[src/rtl/fuzzy_sweep_seq.sv]
// Input-grid sweep sequencer for the Fuzzy_1 type-2 controller: walks (i,j) row-major,
// settles, captures saida_defuzzy into a valid/ready stream. Define FUZZY_SWEEP_CHECKSUM_EN for the running checksum.
module fuzzy_sweep_seq #(
   parameter int DATA_W     = 8,
   parameter int STEP       = 1,
   parameter int LIMIT      = 255,
   parameter int MIN_CLAMP  = 1,
   parameter int MAX_CLAMP  = 254,
   parameter int SETTLE_CYC = 14
) (
   input  logic              clk_0,
   input  logic              Srst,
   input  logic              start,
   input  logic              abort,
   output logic [DATA_W-1:0] Entrada_01,
   output logic [DATA_W-1:0] Entrada_02,
   input  logic [DATA_W-1:0] saida_defuzzy,
   output logic [DATA_W-1:0] res_data,
   output logic [DATA_W-1:0] res_i,
   output logic [DATA_W-1:0] res_j,
   output logic              res_valid,
   input  logic              res_ready,
   output logic              busy,
   output logic              done,
   output logic [15:0]       checksum
);

   localparam int IDX_W = DATA_W + 1;
   localparam int SUM_W = IDX_W + 1;
   localparam int CNT_W = (SETTLE_CYC > 1) ? $clog2(SETTLE_CYC) : 1;

   typedef enum logic [1:0] {
      ST_IDLE   = 2'd0,
      ST_SETTLE = 2'd1,
      ST_EMIT   = 2'd2,
      ST_DONE   = 2'd3
   } state_t;

   state_t            state_q, state_d;
   logic [IDX_W-1:0]  i_q, i_d, j_q, j_d;
   logic [CNT_W-1:0]  cnt_q, cnt_d;
   logic [DATA_W-1:0] ent1_q, ent1_d, ent2_q, ent2_d;
   logic [DATA_W-1:0] res_data_q, res_data_d, res_i_q, res_i_d, res_j_q, res_j_d;
   logic              res_valid_q, res_valid_d;
   logic              busy_q, busy_d, done_q, done_d;
   logic [SUM_W-1:0]  i_step_s, j_step_s;
   logic              i_more_s, j_more_s, start_ok_s, settle_end_s, hs_s;

   function automatic logic [DATA_W-1:0] clamp_f(input logic [IDX_W-1:0] x);
      logic [DATA_W-1:0] r;
      if (x < IDX_W'(MIN_CLAMP)) begin
         r = DATA_W'(MIN_CLAMP);
      end else if (x > IDX_W'(MAX_CLAMP)) begin
         r = DATA_W'(MAX_CLAMP);
      end else begin
         r = x[DATA_W-1:0];
      end
      return r;
   endfunction

   // One extra bit over the index so the bound test never sees a wrapped sum
   assign i_step_s     = {1'b0, i_q} + SUM_W'(STEP);
   assign j_step_s     = {1'b0, j_q} + SUM_W'(STEP);
   assign i_more_s     = (i_step_s < SUM_W'(LIMIT));
   assign j_more_s     = (j_step_s < SUM_W'(LIMIT));
   assign start_ok_s   = start && !abort && ((state_q == ST_IDLE) || (state_q == ST_DONE));
   assign settle_end_s = (state_q == ST_SETTLE) && (cnt_q == CNT_W'(SETTLE_CYC - 1));
   assign hs_s         = (state_q == ST_EMIT) && res_valid_q && res_ready;

   // State register
   always_ff @(posedge clk_0) begin
      if (Srst) begin
         state_q <= ST_IDLE;
      end else begin
         state_q <= state_d;
      end
   end

   // Next-state logic
   always_comb begin
      state_d = state_q;
      case (state_q)
         ST_IDLE: begin
            if (start_ok_s) state_d = ST_SETTLE;
            else            state_d = ST_IDLE;
         end
         ST_SETTLE: begin
            if (abort)             state_d = ST_IDLE;
            else if (settle_end_s) state_d = ST_EMIT;
            else                   state_d = ST_SETTLE;
         end
         ST_EMIT: begin
            if (abort) begin
               state_d = ST_IDLE;
            end else if (hs_s) begin
               if (j_more_s || i_more_s) state_d = ST_SETTLE;
               else                      state_d = ST_DONE;
            end else begin
               state_d = ST_EMIT;
            end
         end
         ST_DONE: begin
            if (start_ok_s) state_d = ST_SETTLE;
            else            state_d = ST_DONE;
         end
         default: state_d = ST_IDLE;
      endcase
   end

   // Output and datapath logic
   always_comb begin
      i_d         = i_q;
      j_d         = j_q;
      cnt_d       = cnt_q;
      ent1_d      = ent1_q;
      ent2_d      = ent2_q;
      res_data_d  = res_data_q;
      res_i_d     = res_i_q;
      res_j_d     = res_j_q;
      res_valid_d = res_valid_q;
      case (state_q)
         ST_IDLE, ST_DONE: begin
            if (start_ok_s) begin
               i_d    = {IDX_W{1'b0}};
               j_d    = {IDX_W{1'b0}};
               cnt_d  = {CNT_W{1'b0}};
               ent1_d = clamp_f({IDX_W{1'b0}});
               ent2_d = clamp_f({IDX_W{1'b0}});
            end else begin
               cnt_d = cnt_q;
            end
         end
         ST_SETTLE: begin
            if (abort) begin
               cnt_d  = {CNT_W{1'b0}};
               ent1_d = DATA_W'(MIN_CLAMP);
               ent2_d = DATA_W'(MIN_CLAMP);
            end else if (settle_end_s) begin
               cnt_d       = {CNT_W{1'b0}};
               res_data_d  = saida_defuzzy;
               res_i_d     = ent1_q;
               res_j_d     = ent2_q;
               res_valid_d = 1'b1;
            end else begin
               cnt_d = cnt_q + CNT_W'(1);
            end
         end
         ST_EMIT: begin
            if (abort) begin
               res_valid_d = 1'b0;
               cnt_d       = {CNT_W{1'b0}};
               ent1_d      = DATA_W'(MIN_CLAMP);
               ent2_d      = DATA_W'(MIN_CLAMP);
            end else if (hs_s) begin
               res_valid_d = 1'b0;
               cnt_d       = {CNT_W{1'b0}};
               if (j_more_s) begin
                  j_d    = j_step_s[IDX_W-1:0];
                  ent2_d = clamp_f(j_step_s[IDX_W-1:0]);
               end else if (i_more_s) begin
                  i_d    = i_step_s[IDX_W-1:0];
                  j_d    = {IDX_W{1'b0}};
                  ent1_d = clamp_f(i_step_s[IDX_W-1:0]);
                  ent2_d = clamp_f({IDX_W{1'b0}});
               end else begin
                  j_d = j_q;
               end
            end else begin
               res_valid_d = res_valid_q;
            end
         end
         default: begin
            res_valid_d = 1'b0;
         end
      endcase
      busy_d = (state_d == ST_SETTLE) || (state_d == ST_EMIT);
      done_d = (state_d == ST_DONE);
   end

   // Datapath and output registers
   always_ff @(posedge clk_0) begin
      if (Srst) begin
         i_q         <= {IDX_W{1'b0}};
         j_q         <= {IDX_W{1'b0}};
         cnt_q       <= {CNT_W{1'b0}};
         ent1_q      <= DATA_W'(MIN_CLAMP);
         ent2_q      <= DATA_W'(MIN_CLAMP);
         res_data_q  <= {DATA_W{1'b0}};
         res_i_q     <= {DATA_W{1'b0}};
         res_j_q     <= {DATA_W{1'b0}};
         res_valid_q <= 1'b0;
         busy_q      <= 1'b0;
         done_q      <= 1'b0;
      end else begin
         i_q         <= i_d;
         j_q         <= j_d;
         cnt_q       <= cnt_d;
         ent1_q      <= ent1_d;
         ent2_q      <= ent2_d;
         res_data_q  <= res_data_d;
         res_i_q     <= res_i_d;
         res_j_q     <= res_j_d;
         res_valid_q <= res_valid_d;
         busy_q      <= busy_d;
         done_q      <= done_d;
      end
   end

`ifdef FUZZY_SWEEP_CHECKSUM_EN
   logic [15:0] checksum_q, checksum_d;

   // Checksum accumulates every consumed result, including one consumed under abort
   always_comb begin
      if (start_ok_s) begin
         checksum_d = 16'd0;
      end else if (hs_s) begin
         checksum_d = checksum_q + 16'(res_data_q);
      end else begin
         checksum_d = checksum_q;
      end
   end

   // Checksum register
   always_ff @(posedge clk_0) begin
      if (Srst) begin
         checksum_q <= 16'd0;
      end else begin
         checksum_q <= checksum_d;
      end
   end

   assign checksum = checksum_q;
`else
   assign checksum = 16'd0;
`endif

   assign Entrada_01 = ent1_q;
   assign Entrada_02 = ent2_q;
   assign res_data   = res_data_q;
   assign res_i      = res_i_q;
   assign res_j      = res_j_q;
   assign res_valid  = res_valid_q;
   assign busy       = busy_q;
   assign done       = done_q;

endmodule

[config.mk]
export PLATFORM = sky130hd
export DESIGN_NAME = fuzzy_sweep_seq
export DESIGN_NICKNAME = d
export VERILOG_FILES = /design/src/rtl/fuzzy_sweep_seq.sv
export SDC_FILE = /design/constraint.sdc
export NUM_CORES = 1
export LEC_CHECK = 0
export CAP_MARGIN = 20
export CORE_MARGIN = 3
export CORE_UTILIZATION = 47
export CTS_CLUSTER_DIAMETER = 50
export DETAILED_ROUTE_END_ITERATION = 8
export PLACE_DENSITY = 0.76
export SYNTH_ARGS = -nofsm -noshare
export SYNTH_HDL_FRONTEND = slang
export SYNTH_SLANG_ARGS = --single-unit
[constraint.sdc]
create_clock -name clk_0 -period 2.3 [get_ports clk_0]
set_clock_uncertainty 0.1 [all_clocks]
set_input_delay 0.46 -clock clk_0 [delete_from_list [all_inputs] [get_ports clk_0]]
set_output_delay 0.46 -clock clk_0 [all_outputs]
set_load 0.01 [all_outputs]
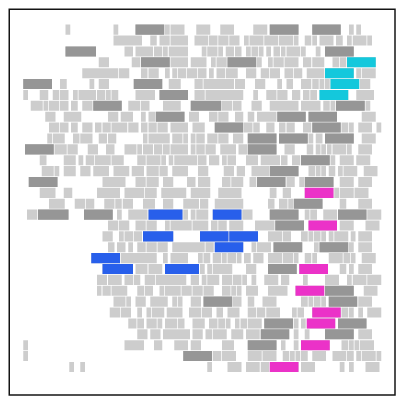
Figure 1: run 1, where the registers sit.
(4 px per µm) Other sequential cells in the stronger grey, the rest of the logic in the fainter grey.
Key: blue = i_q [sequential cells 9, where middle]; cyan = cnt_q [sequential cells 4, where top right]; magenta = res_i [sequential cells 8]

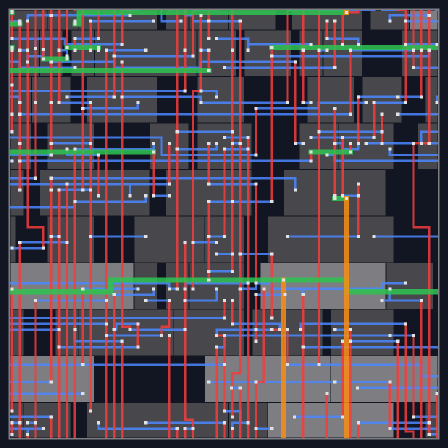
Figure 2: run 1, close-up of the layout.
Window x 36 to 61, y 36 to 61 µm. Cells in grey, sequential cells in the stronger grey; small squares are vias.
Key: blue = M1; orange = M4; red = M2; green = M3
Netlist names of flops here include i_q (6). Most frequent: buf_4 (7), nor2_1 (4), dfxtp_1 (4). 46 logic cells have their middle in the window. Sequential cells in the window: 6.

==> out/metrics.json, run 1 <==
{
  "rr_startpoint": "i_q[1]",
  "final.signal_inverter_count": 11,
  "cpMaxStageDelayCell": "sky130_fd_sc_hd__a2111o_1",
  "n_fill_cell": 635,
  "power.total_mw": 2.25,
  "dr_wl_met2_mm": 4.90,
  "critPathArrivalTime_ns": 2.48,
  "worst_path_max_fanout": 6,
  "ys.flops": 67,
  "wirelength_mm": 10.1,
  "fp.dieArea_mm2": 0.00922,
  "share_of_cells_above_drive_strength_1": 0.226,
  "largest_registers_ranked_by_flip_flop_count": "i_q x9, j_q x9",
  "cell_type_with_the_highest_aggregate_area_in_the_netlist": "sky130_fd_sc_hd__dfxtp_1",
  "flow.area_growth_from_synthesis_pct": 35.7,
  "cts_tree": "yes",
  "tap-cell-count": 102,
  "period_used_share": 0.992,
  "cell_class_with_the_largest_area_share": "combinational gates",
  "final_nets": 596,
  "highest_layer": "met4",
  "ys_async_sr_fraction": 0,
  "final_area_mm2": 0.00517,
  "ys_dominant_reg_cell": "sky130_fd_sc_hd__dfxtp_1",
  "gr-usage-met3": 0.0446,
  "timing.hold.ws_ns": 0.354,
  "core_region_area_mm2": 0.00781,
  "grt_use_total": 0.221,
  "io_pins": 72,
  "path_class": "register to register",
  "clock_path_buffers": 2,
  "vdd.ir_drop.worst_mv": 0.215,
  "layout.non_clock_buffers": 121,
  "synth_chip_area_mm2": 0.00381,
  "global_routing_s_busiest_layer": "met2",
  "min_path_cells": 2,
  "layout.nonclk_buf_frac": 0.210,
  "critPathCapture": "j_q[8]",
  "seq_cell_count": 67,
  "maxCapViolations": 0,
  "routed-wl-met3_um": 661,
  "wire_length_of_the_first_global_routing_pass_mm": 16.0,
  "setup_viol_count_final": 0,
  "synth.avg_cell_area_um2": 8.26,
  "status": "complete, no violations",
  "hold_path_startpoint": "res_i[4]",
  "final_layout_top_logic_cell": "sky130_fd_sc_hd__nand2_1",
  "initial_antenna_violation_count": 0,
  "reg2regPathDepth": 8,
  "cts.sinks": 67,
  "cp_cell_sequence": "ha_4, nand2b_4, o21bai_4, a2111o_1, a221oi_2, buf_4, or2_4, and2_1",
  "chipHeight_um": 96.0,
  "largest_net_degree_at_the_start_of_global_routing": 65,
  "overflow": 0,
  "critical_path.startpoint": "i_q[1]",
  "clock_tree.htree_level_count": 3,
  "detailedPlacementHpwl_mm": 7.43,
  "xor_area_frac": 0.0322,
  "pwr-share-comb": 0.070,
  "cts.reportedPaths.clkPinSlew_ns": 0.08,
  "clkCellAreaFrac": 0.0358,
  "mux_share": 0.0489,
  "post-route-min-period_ns": 2.28,
  "hold_violations": 0,
  "timing.critical_path.to_type": "register",
  "placement.cell_area_mm2": 0.00485,
  "edf_count": 0,
  "routedLengthMet1_mm": 4.38,
  "vias": 3670,
  "first_global_vias": 3414,
  "mostFrequentLayoutCells": "78 x sky130_fd_sc_hd__nand2_1, 61 x sky130_fd_sc_hd__buf_4, 60 x sky130_fd_sc_hd__dfxtp_1",
  "power.switching_uw": 583,
  "share_clk_of_total_power": 0.414,
  "power.share.sequential": 0.516,
  "num_rows": 32,
  "initCoreUtil": 0.488,
  "drt-vias-per-instance": 5.42,
  "dp_cells": 656,
  "synth.cell_area_mm2": 0.00381,
  "logic_gates": 360,
  "final.setup.tns_ns": 0
}
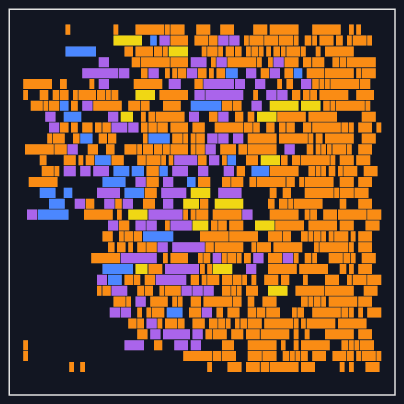
Figure 3: run 1, cells by drive strength.
(4 px per µm)
Key: blue = x2 [cells 26, share 4.5%, most used dfxtp_2]; yellow = x6 and larger [cells 17, share 3.0%, most used clkbuf_8]; orange = x1 and smaller [cells 445, share 77%, most used nand2_1]; purple = x3 and x4 [cells 87, share 15%, most used buf_4]

==> run 1: critical path: cells and delay by family, from the launching register on <==
kind	cells	cell delay (ns)
buffers and inverters	1	0.19
and+or+nand+nor	3	0.38
AOI/OAI and AO/OA	3	1.02
DFF	1	0.36
adders and majority gates	1	0.18
==> run 1: what timing repair did <==
| item | CTS | global route |
|---|---|---|
| pin swaps | 4 | 7 |
| resized | 8 | 17 |
| setup buffers | 2 | 3 |
| setup endpoints to repair | 7 | 28 |
==> run 1: power groups by stage <==
stage / Clock [mW] / Sequential [mW] / Combinational (mW)
finish: 0.931 / 1.16 / 0.156
global route: 0.994 / 1.16 / 0.168
CTS: 0.948 / 1.16 / 0.150
detailed placement: 0 / 1.19 / 0.150
global placement: 0 / 1.19 / 0.146
floorplan: 0 / 1.19 / 0.0973
==> inputs of run 2 (changes only) <==
--- a/config.mk
+++ b/config.mk
@@ -7,10 +7,10 @@
 export LEC_CHECK = 0
 export CAP_MARGIN = 20
 export CORE_MARGIN = 3
-export CORE_UTILIZATION = 47
+export CORE_UTILIZATION = 53
 export CTS_CLUSTER_DIAMETER = 50
 export DETAILED_ROUTE_END_ITERATION = 8
-export PLACE_DENSITY = 0.76
+export PLACE_DENSITY = 0.81
 export SYNTH_ARGS = -nofsm -noshare
 export SYNTH_HDL_FRONTEND = slang
 export SYNTH_SLANG_ARGS = --single-unit
==> constraint.sdc (replaced) <==
create_clock -name clk_0 -period 2.4 [get_ports clk_0]
set_clock_uncertainty 0.1 [all_clocks]
set_input_delay 0.48 -clock clk_0 [delete_from_list [all_inputs] [get_ports clk_0]]
set_output_delay 0.48 -clock clk_0 [all_outputs]
set_load 0.01 [all_outputs]
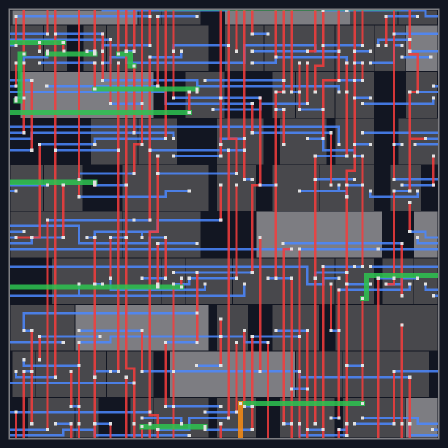
Figure 4: run 2, close-up of the layout.
Window x 33 to 58, y 33 to 58 µm. Cells in grey, sequential cells in the stronger grey; small squares are vias.
Key: red = M2; green = M3; blue = M1; orange = M4
Sequential cells in the window: 4. Most frequent: buf_4 (9), nand4_1 (7), o21ai_0 (5). 54 logic cells have their middle in the window. Netlist names of flops here include i_q (2).

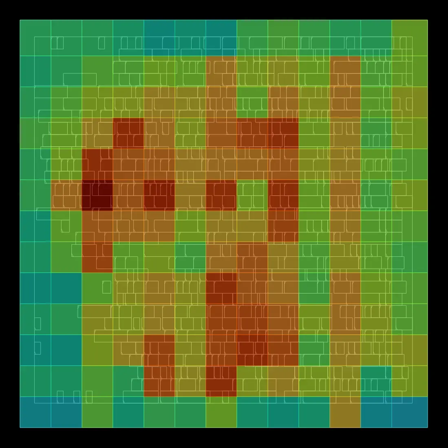
Figure 5: run 2, routing congestion map.
met2 layer usage reported by global route: 0.386
Core Util, Final: 0.713
global routing's busiest layer: met2
overall fraction of global-route tracks in use: 0.230
routing usage on met3: 0.0542

==> run 2 against run 1 <==
Against the previous run: die size fell by 11%; synthesized cell count is the same; count of clock-buffer cells in the layout stayed put; first-iteration DRC count fell by 24%; sequential share of layout area rose by 1.3 points; register-to-register slack better by 0.07 ns; final cell count is 4.3% lower; non-clock buffer count is 23 lower; highest routed layer unchanged.
==> out/metrics.json, run 2 <==
{
  "status": {"value": "complete, no violations", "change": "unchanged"},
  "pwr-share-comb": {"value": 0.063, "change": "was 0.070"},
  "synth.cell_area": {"value": 0.00381, "unit": "mm²", "change": "unchanged"},
  "ys_top_cells_by_area": {"value": "sky130_fd_sc_hd__dfxtp_1 35%, sky130_fd_sc_hd__nand2_1 7.8%, sky130_fd_sc_hd__ha_1 4.3%, sky130_fd_sc_hd__a21oi_1 4.2%, sky130_fd_sc_hd__nand2b_1 3.9%", "change": "unchanged"},
  "setup_viol_count_final": {"value": 0, "change": "unchanged"},
  "power.density": {"value": 444, "unit": "mW/mm²", "change": "was 435 mW/mm²"},
  "clock_tree.htree_level_count": {"value": 3, "change": "unchanged"},
  "critPathLaunchType": {"value": "register", "change": "unchanged"},
  "critPathRequiredTime": {"value": 2.53, "unit": "ns", "change": "was 2.50 ns"},
  "drt-vias-per-instance": {"value": 5.45, "change": "was 5.42"},
  "cp_cell_sequence": {"value": "ha_4, nand3_2, xor2_1, a2111o_1, nand2_2, a31oi_2, nor2_1, ha_1, nor2b_1", "change": "was ha_4, nand2b_4, o21bai_4, a2111o_1, a221oi_2, buf_4, or2_4, and2_1"},
  "reg2regPathDepth": {"value": 9, "change": "was 8"},
  "share_of_cells_above_drive_strength_1": {"value": 0.172, "change": "was 0.226"},
  "max_freq": {"value": 432, "unit": "MHz", "change": "was 438 MHz"},
  "n_fill_cell": {"value": 531, "change": "was 635"},
  "dr_wl_met2": {"value": 4.63, "unit": "mm", "change": "was 4.90 mm"},
  "grt_util_met1": {"value": 0.291, "change": "was 0.285"},
  "num_rows": {"value": 30, "change": "was 32"},
  "hold_path_startpoint": {"value": "res_j[4]", "change": "was res_i[4]"},
  "power.share.sequential": {"value": 0.512, "change": "was 0.516"},
  "int_pwr": {"value": 1.65, "unit": "mW", "change": "was 1.66 mW"},
  "min_path_cells": {"value": 2, "change": "unchanged"},
  "powerClk": {"value": 926, "unit": "µW", "change": "was 931 µW"},
  "seq-power": {"value": 1.11, "unit": "mW", "change": "was 1.16 mW"},
  "slew_viol_final": {"value": 0, "change": "unchanged"},
  "vias": {"value": 3534, "change": "was 3,670"},
  "initial_antenna_violation_count": {"value": 0, "change": "unchanged"},
  "most_common_cell": {"value": "sky130_fd_sc_hd__nand2_1", "change": "unchanged"},
  "synth_chip_area": {"value": 0.00381, "unit": "mm²", "change": "unchanged"},
  "wirelength": {"value": 9.61, "unit": "mm", "change": "was 10.1 mm"},
  "wl_per_cell": {"value": 14.8, "unit": "µm", "change": "was 14.9 µm"},
  "regToRegEndpoint": {"value": "busy", "change": "was j_q[8]"},
  "path_class": {"value": "register to register", "change": "unchanged"},
  "wire_length_of_the_first_global_routing_pass": {"value": 15.5, "unit": "mm", "change": "was 16.0 mm"},
  "pg_comb": {"value": 136, "unit": "µW", "change": "was 156 µW"},
  "slew-limit-headroom": {"value": 0.665, "change": "was 0.651"},
  "cts_hold_buffers": {"value": 0, "change": "unchanged"},
  "rsz0062_at_grt": {"value": "yes", "change": "unchanged"},
  "logic_area": {"value": 0.00230, "unit": "mm²", "change": "was 0.00238 mm²"},
  "power.switching": {"value": 521, "unit": "µW", "change": "was 583 µW"},
  "detail_route.drc_violations": {"value": 0, "change": "unchanged"},
  "netlist_instances": {"value": 461, "change": "unchanged"},
  "worstHoldPathType": {"value": "register to register", "change": "unchanged"},
  "final.setup.tns": {"value": 0, "unit": "ns", "change": "unchanged"},
  "power.share.switching": {"value": 0.239, "change": "was 0.260"},
  "final_layout_top_logic_cell": {"value": "sky130_fd_sc_hd__nand2_1", "change": "unchanged"},
  "rr_startpoint": {"value": "i_q[0]", "change": "was i_q[1]"},
  "largestPowerGroup": {"value": "sequential cells", "change": "unchanged"},
  "critPathArrivalTime": {"value": 2.44, "unit": "ns", "change": "was 2.48 ns"},
  "flow.area_growth_from_synthesis": {"value": 28.5, "unit": "%", "change": "was 35.7%"},
  "period_used_share": {"value": 0.964, "change": "was 0.992"},
  "final_nets": {"value": 573, "change": "was 596"},
  "number_of_warnings_in_the_stage_logs": {"value": 35, "change": "was 37"},
  "clockRootBuffer": {"value": "sky130_fd_sc_hd__clkbuf_8", "change": "unchanged"},
  "dr.first_iter.drc_count": {"value": 159, "change": "was 208"},
  "cts.reportedPaths.clkPinSlew": {"value": 0.08, "unit": "ns", "change": "about the same"},
  "worst_path_max_fanout": {"value": 7, "change": "was 6"},
  "overflow": {"value": 0, "change": "unchanged"},
  "ys_dominant_reg_cell": {"value": "sky130_fd_sc_hd__dfxtp_1", "change": "unchanged"},
  "cts_repair_resize_count": {"value": 0, "change": "was 8"},
  "maxCapViolations": {"value": 0, "change": "unchanged"},
  "cts.sinks": {"value": 67, "change": "unchanged"},
  "p_leak": {"value": 1.86, "unit": "nW", "change": "was 1.96 nW"},
  "top_area_frac": {"value": 0.352, "change": "unchanged"},
  "clock_path_buffers": {"value": 2, "change": "unchanged"},
  "cell_type_with_the_highest_aggregate_area_in_the_netlist": {"value": "sky130_fd_sc_hd__dfxtp_1", "change": "unchanged"},
  "routed-wl-met3": {"value": 525, "unit": "µm", "change": "was 661 µm"},
  "crit_path_max_incr_delay": {"value": 0.51, "unit": "ns", "change": "was 0.49 ns"},
  "largest_registers_ranked_by_flip_flop_count": {"value": "i_q x9, j_q x9", "change": "unchanged"},
  "placement.cell_area": {"value": 0.00465, "unit": "mm²", "change": "was 0.00485 mm²"},
  "ys_warn_count": {"value": 0, "change": "unchanged"},
  "ys_async_sr_fraction": {"value": 0, "change": "unchanged"},
  "final-seq-area": {"value": 0.00135, "unit": "mm²", "change": "was 0.00136 mm²"},
  "detailedPlacementHpwl": {"value": 6.98, "unit": "mm", "change": "was 7.43 mm"},
  "layout.cells.non_filler": {"value": 648, "change": "was 677"},
  "firstDrtPassIters": {"value": 5, "change": "unchanged"},
  "insertedDiodeCount": {"value": 0, "change": "unchanged"},
  "min_delay_worst_endpoint": {"value": "res_j[4]", "change": "was res_i[4]"},
  "gpl.final_weighted_congestion": {"value": 0.922, "change": "was 0.876"},
  "setup.reg_to_reg.worst_slack": {"value": 0.09, "unit": "ns", "change": "was 0.02 ns"},
  "synthTopCellsByCount": {"value": "79 x sky130_fd_sc_hd__nand2_1, 67 x sky130_fd_sc_hd__dfxtp_1, 32 x sky130_fd_sc_hd__a21oi_1, 24 x sky130_fd_sc_hd__nand2b_1, 24 x sky130_fd_sc_hd__nor2_1", "change": "unchanged"},
  "final_area": {"value": 0.00490, "unit": "mm²", "change": "was 0.00517 mm²"},
  "hold_violations": {"value": 0, "change": "unchanged"},
  "clock_insertion_delay_worst_skew": {"value": 0.35, "unit": "ns", "change": "was 0.36 ns"},
  "critical_path.n_buffers_inverters": {"value": 0, "change": "was 1"},
  "core_region_area": {"value": 0.00687, "unit": "mm²", "change": "was 0.00781 mm²"},
  "dp_cells": {"value": 631, "change": "was 656"},
  "ys.flops": {"value": 67, "change": "unchanged"},
  "edf_count": {"value": 0, "change": "unchanged"},
  "power.total": {"value": 2.18, "unit": "mW", "change": "was 2.25 mW"},
  "vdd.ir_drop.worst": {"value": 0.314, "unit": "mV", "change": "was 0.215 mV"},
  "first_global_vias": {"value": 3249, "change": "was 3,414"},
  "cts_tree": {"value": "yes", "change": "unchanged"},
  "yosys-stat-cells": {"value": 461, "change": "unchanged"},
  "timing_worst_slew_pin_value": {"value": 0.501, "unit": "ns", "change": "was 0.522 ns"},
  "mostFrequentLayoutCells": {"value": "79 x sky130_fd_sc_hd__nand2_1, 63 x sky130_fd_sc_hd__dfxtp_1, 54 x sky130_fd_sc_hd__clkdlybuf4s50_1", "change": "was 78 x sky130_fd_sc_hd__nand2_1, 61 x sky130_fd_sc_hd__buf_4, 60 x sky130_fd_sc_hd__dfxtp_1"},
  "horizontal_die_size": {"value": 90.8, "unit": "µm", "change": "was 96.0 µm"},
  "cts_made_buffers": {"value": 9, "change": "unchanged"},
  "io_pins": {"value": 72, "change": "unchanged"},
  "fp.dieArea": {"value": 0.00824, "unit": "mm²", "change": "was 0.00922 mm²"},
  "largest_net_degree_at_the_start_of_global_routing": {"value": 43, "change": "was 65"},
  "highest_layer": {"value": "met4", "change": "unchanged"},
  "chipHeight": {"value": 90.8, "unit": "µm", "change": "was 96.0 µm"},
  "placement.io_buffers": {"value": 55, "change": "unchanged"},
  "cp_num_cells": {"value": 9, "change": "was 8"},
  "post-route-min-period": {"value": 2.31, "unit": "ns", "change": "was 2.28 ns"},
  "critPathCapture": {"value": "busy", "change": "was j_q[8]"},
  "routedLengthMet1": {"value": 4.36, "unit": "mm", "change": "was 4.38 mm"},
  "share_clk_of_total_power": {"value": 0.425, "change": "was 0.414"},
  "cpMaxStageDelayCell": {"value": "sky130_fd_sc_hd__a2111o_1", "change": "unchanged"},
  "critical_path.top_delay_family": {"value": "AND-OR/OR-AND gates", "change": "unchanged"},
  "initCoreUtil": {"value": 0.555, "change": "was 0.488"},
  "yosys.cell_types.count": {"value": 67, "change": "unchanged"},
  "critical_path.startpoint": {"value": "i_q[0]", "change": "was i_q[1]"},
  "synth.avg_cell_area": {"value": 8.26, "unit": "µm²", "change": "unchanged"},
  "postSynthSeqShare": {"value": 0.352, "change": "unchanged"},
  "post-cts-setup-buffers": {"value": 0, "change": "was 2"},
  "timing.critical_path.to_type": {"value": "register", "change": "unchanged"},
  "ant_nets": {"value": 0, "change": "unchanged"}
}
-- run 2: cell families after synthesis --
group,Yosys count,synth area share
AND-OR/OR-AND,93,0.171
XOR/XNOR,14,0.0322
adder cells (fa/ha/maj),13,0.0427
buffers and inverters,49,0.0703
flip-flops,67,0.352
multiplexers,17,0.0489
other,1,0.000984
AND/OR/NAND/NOR,207,0.281
-- run 2: cell type report --
cell class              count  area share
inverters                  11     0.00843
clock buffers              10      0.0261
multi-input cells         360       0.470
clock inverters             6      0.0135
well taps                  96      0.0245
flip-flops and latches     67       0.275
repair buffers             98       0.182
-- run 2: metrics by stage --
step | worst slack, ns | hold WS (ns)
final | 0.0868 | 0.354
after global routing | -0.0342 | 0.372
after CTS | 0.0428 | 0.356
after detailed placement | -0.216 | 0.347
after global placement | -0.182 | 0.341
after floorplan | 0.0389 | 0.372
==> inputs of run 3 (changes only) <==
--- a/config.mk
+++ b/config.mk
@@ -6,11 +6,10 @@
 export NUM_CORES = 1
 export LEC_CHECK = 0
 export CAP_MARGIN = 20
-export CORE_MARGIN = 3
-export CORE_UTILIZATION = 53
+export CORE_UTILIZATION = 47
 export CTS_CLUSTER_DIAMETER = 50
 export DETAILED_ROUTE_END_ITERATION = 8
-export PLACE_DENSITY = 0.81
+export PLACE_DENSITY = 0.76
 export SYNTH_ARGS = -nofsm -noshare
 export SYNTH_HDL_FRONTEND = slang
 export SYNTH_SLANG_ARGS = --single-unit
==> constraint.sdc (replaced) <==
create_clock -name clk_0 -period 2 [get_ports clk_0]
set_clock_uncertainty 0.1 [all_clocks]
set_input_delay 0.4 -clock clk_0 [delete_from_list [all_inputs] [get_ports clk_0]]
set_output_delay 0.4 -clock clk_0 [all_outputs]
set_load 0.01 [all_outputs]
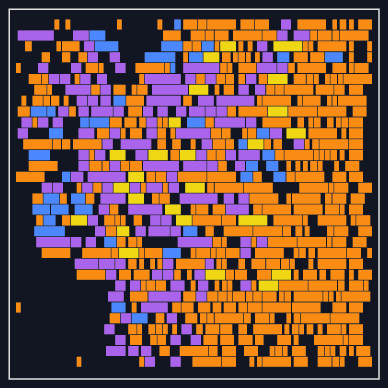
Figure 6: run 3, cells by drive strength.
(4 px per µm)
Key: orange = x1 and smaller [cells 417, share 68%, most used nand2_1]; yellow = x6 and larger [cells 25, share 4.1%, most used buf_6]; purple = x3 and x4 [cells 134, share 22%, most used buf_4]; blue = x2 [cells 38, share 6.2%, most used o21ai_2]

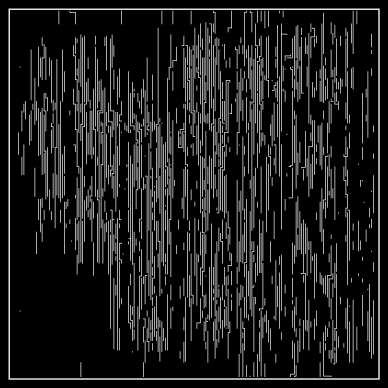
Figure 7: run 3, met2 routing.
(4 px per µm)
The layer carries 5,750 µm of wire. The layer holds 51% of the routed length. The longest straight run is 33.0 µm.

==> run 3 against run 2 <==
Against the previous run: the flow now finishes with violations (negative setup slack); critical path depth did not move; final area rose by 16%; die size rose by 2.8%; utilization rose by 1.9 points; global-route usage rose by 3.1 points; count of clock-buffer cells in the layout did not move; critical path type unchanged; combinational power rose by 43%; hold slack improved by 0.0055 ns; synthesized cell count did not move; total power rose by 19%; register-to-register slack got worse by 0.38 ns.
==> out/metrics.json, run 3 <==
{
  "largest_net_degree_at_the_start_of_global_routing": {"value": 49, "change": "was 43"},
  "setup.reg_to_reg.worst_slack": {"value": -0.29, "unit": "ns", "change": "was 0.09 ns"},
  "horizontal_die_size": {"value": 92.0, "unit": "µm", "change": "was 90.8 µm"},
  "int_pwr": {"value": 1.91, "unit": "mW", "change": "was 1.65 mW"},
  "dp_cells": {"value": 687, "change": "was 631"},
  "num_rows": {"value": 32, "change": "was 30"},
  "placement.io_buffers": {"value": 55, "change": "unchanged"},
  "initial_antenna_violation_count": {"value": 0, "change": "unchanged"},
  "path_class": {"value": "register to register", "change": "unchanged"},
  "share_clk_of_total_power": {"value": 0.412, "change": "was 0.425"},
  "detail_route.drc_violations": {"value": 0, "change": "unchanged"},
  "dr_wl_met2": {"value": 5.75, "unit": "mm", "change": "was 4.63 mm"},
  "flow.area_growth_from_synthesis": {"value": 49.3, "unit": "%", "change": "was 28.5%"},
  "fin_ws": {"value": -0.289, "unit": "ns", "change": "was 0.0868 ns"},
  "critical_path.top_delay_family": {"value": "AND-OR/OR-AND gates", "change": "unchanged"},
  "power.total": {"value": 2.59, "unit": "mW", "change": "was 2.18 mW"},
  "highest_layer": {"value": "met4", "change": "unchanged"},
  "critPathCapture": {"value": "Entrada_01[1]", "change": "was busy"},
  "synth_chip_area": {"value": 0.00381, "unit": "mm²", "change": "unchanged"},
  "wirelength": {"value": 11.4, "unit": "mm", "change": "was 9.61 mm"},
  "critPathArrivalTime": {"value": 2.46, "unit": "ns", "change": "was 2.44 ns"},
  "status": {"value": "finished, violations left", "change": "was complete, no violations"},
  "final.setup.tns": {"value": -7.83, "unit": "ns", "change": "was 0 ns"},
  "p_leak": {"value": 2.23, "unit": "nW", "change": "was 1.86 nW"},
  "clock_tree.htree_level_count": {"value": 3, "change": "unchanged"},
  "cell_type_with_the_highest_aggregate_area_in_the_netlist": {"value": "sky130_fd_sc_hd__dfxtp_1", "change": "unchanged"},
  "detailedPlacementHpwl": {"value": 7.94, "unit": "mm", "change": "was 6.98 mm"},
  "regToRegEndpoint": {"value": "Entrada_01[1]", "change": "was busy"},
  "crit_path_max_incr_delay": {"value": 0.44, "unit": "ns", "change": "was 0.51 ns"},
  "hold_violations": {"value": 0, "change": "unchanged"},
  "ys_top_logic_family": {"value": "simple AND/OR/NAND/NOR gates", "change": "unchanged"},
  "power.share.switching": {"value": 0.262, "change": "was 0.239"},
  "initCoreUtil": {"value": 0.490, "change": "was 0.555"},
  "postSynthSeqShare": {"value": 0.352, "change": "unchanged"},
  "failing_checks": "negative setup slack",
  "powerClk": {"value": 1.07, "unit": "mW", "change": "was 926 µW"},
  "gpl.final_weighted_congestion": {"value": 0.894, "change": "was 0.922"},
  "post-route-min-period": {"value": 2.29, "unit": "ns", "change": "was 2.31 ns"},
  "critical_path.n_buffers_inverters": {"value": 2, "change": "was 0"},
  "most_common_cell": {"value": "sky130_fd_sc_hd__nand2_1", "change": "unchanged"},
  "critPathLaunchType": {"value": "register", "change": "unchanged"},
  "routedLengthMet1": {"value": 4.84, "unit": "mm", "change": "was 4.36 mm"},
  "ys_warn_count": {"value": 0, "change": "unchanged"},
  "max_freq": {"value": 437, "unit": "MHz", "change": "was 432 MHz"},
  "dpl_worst_slack": {"value": -0.400, "unit": "ns", "change": "was -0.216 ns"},
  "min_delay_worst_endpoint": {"value": "res_j[1]", "change": "was res_j[4]"},
  "power.switching": {"value": 678, "unit": "µW", "change": "was 521 µW"},
  "grt_use_total": {"value": 0.260, "change": "was 0.230"},
  "utilization": {"value": 0.732, "change": "was 0.713"},
  "ys_async_sr_fraction": {"value": 0, "change": "unchanged"},
  "cts_tree": {"value": "yes", "change": "unchanged"},
  "ys_dominant_reg_cell": {"value": "sky130_fd_sc_hd__dfxtp_1", "change": "unchanged"},
  "largestPowerGroup": {"value": "sequential cells", "change": "unchanged"},
  "number_of_warnings_in_the_stage_logs": {"value": 37, "change": "was 35"},
  "hold_path_startpoint": {"value": "res_j[1]", "change": "was res_j[4]"},
  "global_routing_s_busiest_layer": {"value": "met2", "change": "unchanged"},
  "grt_util_met1": {"value": 0.309, "change": "was 0.291"},
  "min_path_cells": {"value": 2, "change": "unchanged"},
  "mux_share": {"value": 0.0489, "change": "unchanged"},
  "largest_registers_ranked_by_flip_flop_count": {"value": "i_q x9, j_q x9", "change": "unchanged"},
  "overflow": {"value": 0, "change": "unchanged"},
  "cts_hold_buffers": {"value": 0, "change": "unchanged"},
  "vias": {"value": 3875, "change": "was 3,534"},
  "yosys.cell_types.count": {"value": 67, "change": "unchanged"},
  "wire_length_of_the_first_global_routing_pass": {"value": 17.5, "unit": "mm", "change": "was 15.5 mm"},
  "maxCapViolations": {"value": 0, "change": "unchanged"},
  "synth.avg_cell_area": {"value": 8.26, "unit": "µm²", "change": "unchanged"},
  "routed-wl-met3": {"value": 554, "unit": "µm", "change": "was 525 µm"},
  "pwr-share-comb": {"value": 0.075, "change": "was 0.063"},
  "layout.cells.non_filler": {"value": 716, "change": "was 648"},
  "cpMaxStageDelayCell": {"value": "sky130_fd_sc_hd__a2111o_1", "change": "unchanged"},
  "rr_startpoint": {"value": "i_q[0]", "change": "unchanged"},
  "timing.critical_path.to_type": {"value": "register", "change": "unchanged"},
  "dr.first_iter.drc_count": {"value": 214, "change": "was 159"},
  "synth.cell_area": {"value": 0.00381, "unit": "mm²", "change": "unchanged"},
  "vdd.ir_drop.worst": {"value": 0.311, "unit": "mV", "change": "was 0.314 mV"},
  "ys.flops": {"value": 67, "change": "unchanged"},
  "power.share.sequential": {"value": 0.514, "change": "was 0.512"},
  "setup_viol_count_final": {"value": 36, "change": "was 0"},
  "slew_viol_final": {"value": 0, "change": "unchanged"},
  "clock_path_buffers": {"value": 2, "change": "unchanged"},
  "worst_path_max_fanout": {"value": 8, "change": "was 7"},
  "worstHoldPathType": {"value": "register to register", "change": "unchanged"},
  "cts.reportedPaths.clkPinSlew": {"value": 0.09, "unit": "ns", "change": "was 0.08 ns"},
  "placement.cell_area": {"value": 0.00513, "unit": "mm²", "change": "was 0.00465 mm²"},
  "post_synth_fa_ha_maj_area_fraction": {"value": 0.0427, "change": "unchanged"},
  "grt_use_met2": {"value": 0.466, "change": "was 0.386"},
  "power.density": {"value": 455, "unit": "mW/mm²", "change": "was 444 mW/mm²"},
  "io_pins": {"value": 72, "change": "unchanged"},
  "mostFrequentLayoutCells": {"value": "92 x sky130_fd_sc_hd__buf_4, 78 x sky130_fd_sc_hd__nand2_1, 60 x sky130_fd_sc_hd__dfxtp_1", "change": "was 79 x sky130_fd_sc_hd__nand2_1, 63 x sky130_fd_sc_hd__dfxtp_1, 54 x sky130_fd_sc_hd__clkdlybuf4s50_1"},
  "cts.sinks": {"value": 67, "change": "unchanged"},
  "chipHeight": {"value": 92.0, "unit": "µm", "change": "was 90.8 µm"},
  "firstDrtPassIters": {"value": 5, "change": "unchanged"},
  "final_layout_top_logic_cell": {"value": "sky130_fd_sc_hd__buf_4", "change": "was sky130_fd_sc_hd__nand2_1"},
  "core_region_area": {"value": 0.00777, "unit": "mm²", "change": "was 0.00687 mm²"},
  "critical_path.startpoint": {"value": "i_q[0]", "change": "unchanged"}
}
-- run 3: final cells by class --
| cell class | count | area [µm²] |
|---|---|---|
| Sequential cell | 67 | 1360 |
| Inverter | 11 | 41.3 |
| Fill cell | 561 | 2080 |
| Multi-Input combinational cell | 360 | 2570 |
| Clock inverter | 6 | 47.5 |
| Timing Repair Buffer | 160 | 1400 |
| Clock buffer | 10 | 138 |
| Tap cell | 102 | 128 |
-- run 3: cell families after synthesis --
group	after synthesis
xor gates and xnor gates	14
and+or+nand+nor	207
adders and majority gates	13
AOI/OAI and AO/OA	93
DFF	67
buffers and inverters	49
other	1
muxes	17
-- run 3: what timing repair did --
action | CTS | global route
endpoints found under the hold margin | 0 | 0
endpoints found under the setup margin | 38 | 38
gates resized | 23 | 44
setup buffers | 8 | 5
pin swaps | 15 | 27
Power is estimated from default activity; no workload was simulated.
